===== src/rtl/alu_arbiter.sv =====
// Two-port round-robin arbiter in front of a shared single-cycle ALU.
// Each granted request takes IDLE -> EXEC -> RESP and returns a one-cycle response pulse.
module alu_arbiter #(
   parameter int unsigned RR_INIT = 0
) (
   input  logic        clk,
   input  logic        rst,
   input  logic        req0_valid,
   output logic        req0_ready,
   input  logic [3:0]  req0_op,
   input  logic [31:0] req0_a,
   input  logic [31:0] req0_b,
   input  logic        req1_valid,
   output logic        req1_ready,
   input  logic [3:0]  req1_op,
   input  logic [31:0] req1_a,
   input  logic [31:0] req1_b,
   output logic        rsp0_valid,
   output logic [31:0] rsp0_data,
   output logic        rsp0_zero,
   output logic        rsp0_sgn,
   output logic        rsp0_err,
   output logic        rsp1_valid,
   output logic [31:0] rsp1_data,
   output logic        rsp1_zero,
   output logic        rsp1_sgn,
   output logic        rsp1_err,
   output logic [31:0] alu_a,
   output logic [31:0] alu_b,
   output logic [3:0]  alu_op,
   input  logic [31:0] alu_c,
   input  logic        alu_zero,
   input  logic        alu_sgn
);

   localparam int unsigned DW  = 32;
   localparam int unsigned OPW = 4;

   typedef enum logic [1:0] {IDLE, EXEC, RESP} state_t;

   state_t                 state_q;
   logic                   prio_q;
   logic                   gnt_q;
   logic                   err_q;
   logic [OPW-1:0]         op_q;
   logic [DW-1:0]          a_q;
   logic [DW-1:0]          b_q;
   logic [1:0]             rsp_valid_q;
   logic [1:0][DW-1:0]     rsp_data_q;
   logic [1:0]             rsp_zero_q;
   logic [1:0]             rsp_sgn_q;
   logic [1:0]             rsp_err_q;

   logic                   gnt_d;
   logic                   hs;
   logic [OPW-1:0]         sel_op;
   logic [DW-1:0]          sel_a;
   logic [DW-1:0]          sel_b;

   function automatic logic legal_op(input logic [OPW-1:0] op);
      case (op)
         4'b0000, 4'b0001, 4'b0010, 4'b0110,
         4'b0101, 4'b1000, 4'b1010, 4'b1011: legal_op = 1'b1;
         default:                            legal_op = 1'b0;
      endcase
   endfunction

   // Priority port wins only when both are requesting.
   always_comb begin
      gnt_d = 1'b0;
      if (req0_valid && req1_valid) gnt_d = prio_q;
      else                          gnt_d = req1_valid;
   end

   assign req0_ready = !rst && (state_q == IDLE) && req0_valid && !gnt_d;
   assign req1_ready = !rst && (state_q == IDLE) && req1_valid &&  gnt_d;
   assign hs         = req0_ready || req1_ready;

   assign sel_op = gnt_d ? req1_op : req0_op;
   assign sel_a  = gnt_d ? req1_a  : req0_a;
   assign sel_b  = gnt_d ? req1_b  : req0_b;

   always_ff @(posedge clk or posedge rst) begin
      if (rst) begin
         state_q     <= IDLE;
         prio_q      <= 1'(RR_INIT);
         gnt_q       <= 1'b0;
         err_q       <= 1'b0;
         op_q        <= '0;
         a_q         <= '0;
         b_q         <= '0;
         rsp_valid_q <= '0;
         rsp_data_q  <= '0;
         rsp_zero_q  <= '0;
         rsp_sgn_q   <= '0;
         rsp_err_q   <= '0;
      end else begin
         case (state_q)
            IDLE: begin
               if (hs) begin
                  gnt_q   <= gnt_d;
                  err_q   <= !legal_op(sel_op);
                  op_q    <= legal_op(sel_op) ? sel_op : OPW'(0);
                  a_q     <= sel_a;
                  b_q     <= sel_b;
                  state_q <= EXEC;
               end
            end
            EXEC: begin
               // Illegal opcodes report a forced zero result regardless of the ALU.
               rsp_valid_q[gnt_q] <= 1'b1;
               rsp_data_q[gnt_q]  <= err_q ? DW'(0) : alu_c;
               rsp_zero_q[gnt_q]  <= err_q ? 1'b1 : alu_zero;
               rsp_sgn_q[gnt_q]   <= err_q ? 1'b0 : alu_sgn;
               rsp_err_q[gnt_q]   <= err_q;
               state_q            <= RESP;
            end
            RESP: begin
               rsp_valid_q <= '0;
               prio_q      <= !gnt_q;
               state_q     <= IDLE;
            end
            default: state_q <= IDLE;
         endcase
      end
   end

   assign alu_a      = a_q;
   assign alu_b      = b_q;
   assign alu_op     = op_q;

   assign rsp0_valid = rsp_valid_q[0];
   assign rsp0_data  = rsp_data_q[0];
   assign rsp0_zero  = rsp_zero_q[0];
   assign rsp0_sgn   = rsp_sgn_q[0];
   assign rsp0_err   = rsp_err_q[0];
   assign rsp1_valid = rsp_valid_q[1];
   assign rsp1_data  = rsp_data_q[1];
   assign rsp1_zero  = rsp_zero_q[1];
   assign rsp1_sgn   = rsp_sgn_q[1];
   assign rsp1_err   = rsp_err_q[1];

endmodule

===== config.mk =====
export PLATFORM = sky130hd
export DESIGN_NAME = alu_arbiter
export DESIGN_NICKNAME = d
export VERILOG_FILES = /design/src/rtl/alu_arbiter.sv
export SDC_FILE = /design/constraint.sdc
export NUM_CORES = 1
export LEC_CHECK = 0
export CORE_MARGIN = 2
export CORE_UTILIZATION = 40
export CTS_CLUSTER_SIZE = 30
export DETAILED_ROUTE_END_ITERATION = 7
export HOLD_SLACK_MARGIN = 0.05
export PLACE_DENSITY = 0.76
export SLEW_MARGIN = 40
export SYNTH_ARGS = -nofsm -noshare
export SYNTH_HDL_FRONTEND = slang
export SYNTH_SLANG_ARGS = --single-unit

===== constraint.sdc =====
create_clock -name clk -period 5.8 [get_ports clk]
set_input_delay 1.16 -clock clk [delete_from_list [all_inputs] [get_ports clk]]
set_output_delay 1.16 -clock clk [all_outputs]
set_load 0.005 [all_outputs]

met1.png
Supply wires on this layer in gray.
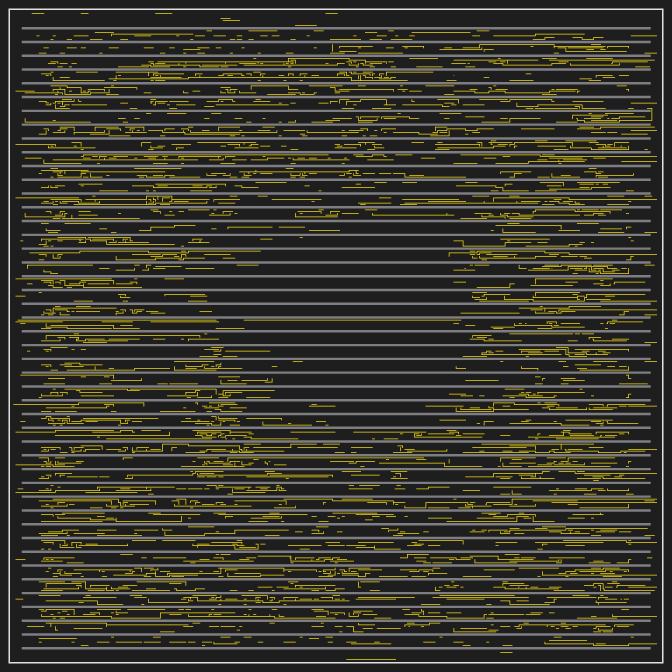
- wire length on this layer: 7580 um
- main direction: horizontal
- nets with wire on the layer: 1011
- share of all routed wire: 40%

met4.png
Scale bar: 50 um. Supply wires on this layer in gray. Cells faint in the background.
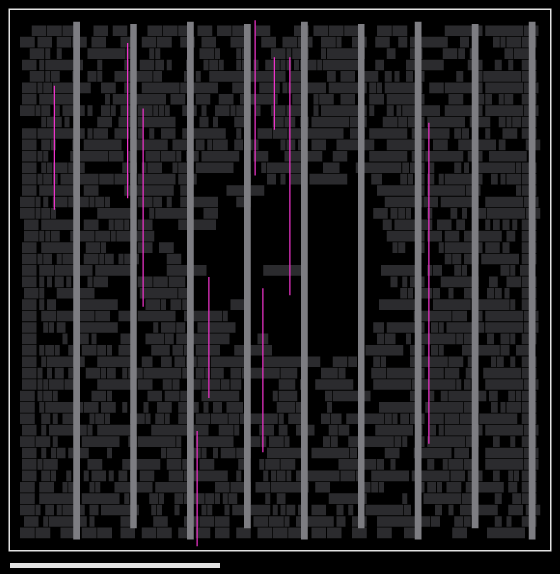
- share of all routed wire: 2.1%
- nets with wire on the layer: 8
- longest straight run: 76.2 um
- main direction: vertical

==> results.txt <==
Implementation results. Per the OpenROAD power report, switching power amounts to 1.58 mW. Clock network power share landed at 21.8%. Number of failing setup endpoints in the final timing report landed at 0. Detailed route wirelength on metal2 landed at 9010 um. The most numerous cell type found on the critical path is sky130_fd_sc_hd__clkdlybuf4s50_1. Based on the critical path, the design can be clocked at up to 252 MHz. Simple-gate share of the synthesized area landed at 21.0%. sky130_fd_sc_hd__nand2_1 is the most common cell in the netlist. Per the post-run analysis, buffers plus inverters along the critical path come to 2. Pin placement for this block handled 316 I/O pins.

The cell-mix breakdown from Yosys lists the compound-gate area share as 13.7%. In this run the worst hold path is classified as reg2reg. The tool warning count for the run is 31.

The most common logic cells in the final layout are 315 x sky130_fd_sc_hd__clkdlybuf4s50_1, 202 x sky130_fd_sc_hd__nand2_1, 144 x sky130_fd_sc_hd__dfrtp_1. Global routing usage on met2 landed at 37.7%. Cell area after placement landed at 9460 um^2.

Global-route wire length before repair landed at 29100 um. Placed wire-length estimate after detailed placement landed at 13600 um. The layout has 20 clock buffers. Clock tree synthesis inserted a total of 17 buffers. Number of tap cells inserted landed at 188. For this design the ratio of total power to cell area is 486 nW/um^2. Walking the worst path, the cells encountered are clkdlybuf4s50_1, nand2_2, nor2_1, clkdlybuf4s50_1. Count of unresolved DRC violations after routing landed at 0. After layout, the worst setup slack is 1830 ps. In the final layout, excluding clock inverters the inverter count is 7. The run finished with clean final reports. Multi-input combinational cell area landed at 2350 um^2. The synthesized design devotes to its leading area cell type 58.3% of total area. The worst-case reg-to-reg setup slack stands at 2780 ps.

Setup repair after global routing left no endpoint under its margin. Via count of the first global-routing pass landed at 5492. At the placement stage, the worst setup path has a slack of 1580 ps. Number of antenna violations at the first check in global routing landed at 0. In the final layout, the share of cells above drive strength 1 is 5.27%. STA classifies the critical path startpoint as a primary input. Sink count of the clock tree landed at 145. Number of distinct library cells after synthesis landed at 28. Count of non-CTS buffers in the layout landed at 323.

The kind of cell with the highest combined delay along the critical path is buffers and inverters. Headroom to the max-slew limit landed at 53.2%. The number of multi-input combinational cells in the layout is 480. A synthesized cell averages 9.16 um^2.

The completed layout was analyzed and its total power is 4.88 mW.
cell_classes.png
Scale bar: 50 um. Fill, decap, tap and diode cells in gray.
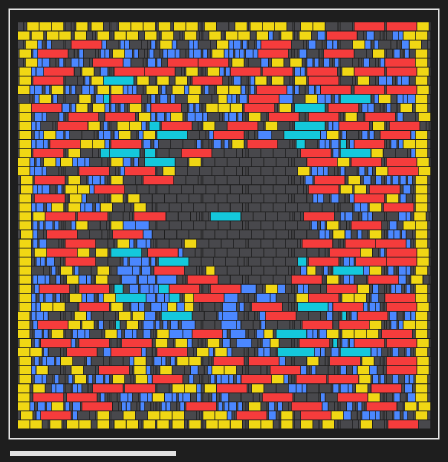
- clock drivers and dummy loads: cyan (cells 32; share of their area 5.8%)
- all other logic: blue (cells 487; share of their area 24%)
- flip-flops: red (cells 145; share of their area 37%)
- other buffers and delay cells: yellow (cells 323; share of their area 33%)

-- final timing paths --
path | start | to
hold / removal | rsp1_data[21]$_DFFE_PP0P_ | rsp1_data[21]$_DFFE_PP0P_
max in group asynchronous | rst | rsp1_data[1]$_DFFE_PP0P_
setup reg to reg | prio_q$_DFFE_PP0N_ | err_q$_DFFE_PP0P_
hold reg to reg | rsp1_data[21]$_DFFE_PP0P_ | rsp1_data[21]$_DFFE_PP0P_
min in group asynchronous | rst | alu_a[17]$_DFFE_PP0P_
setup / recovery | req1_valid | req1_ready
-- state kept, by name, summed over array words and instances, names as in the netlist --
signal,flops
prio_q,1
rsp0_data,32
err_q,1
rsp_valid_q,2
rsp_zero_q,2
alu_op,4
rsp_err_q,2
alu_b,32
state_q,2
alu_a,32
rsp1_data,32
gnt_q,1
rsp_sgn_q,2
No activity file was given, so power comes from the tool's default toggle rates.
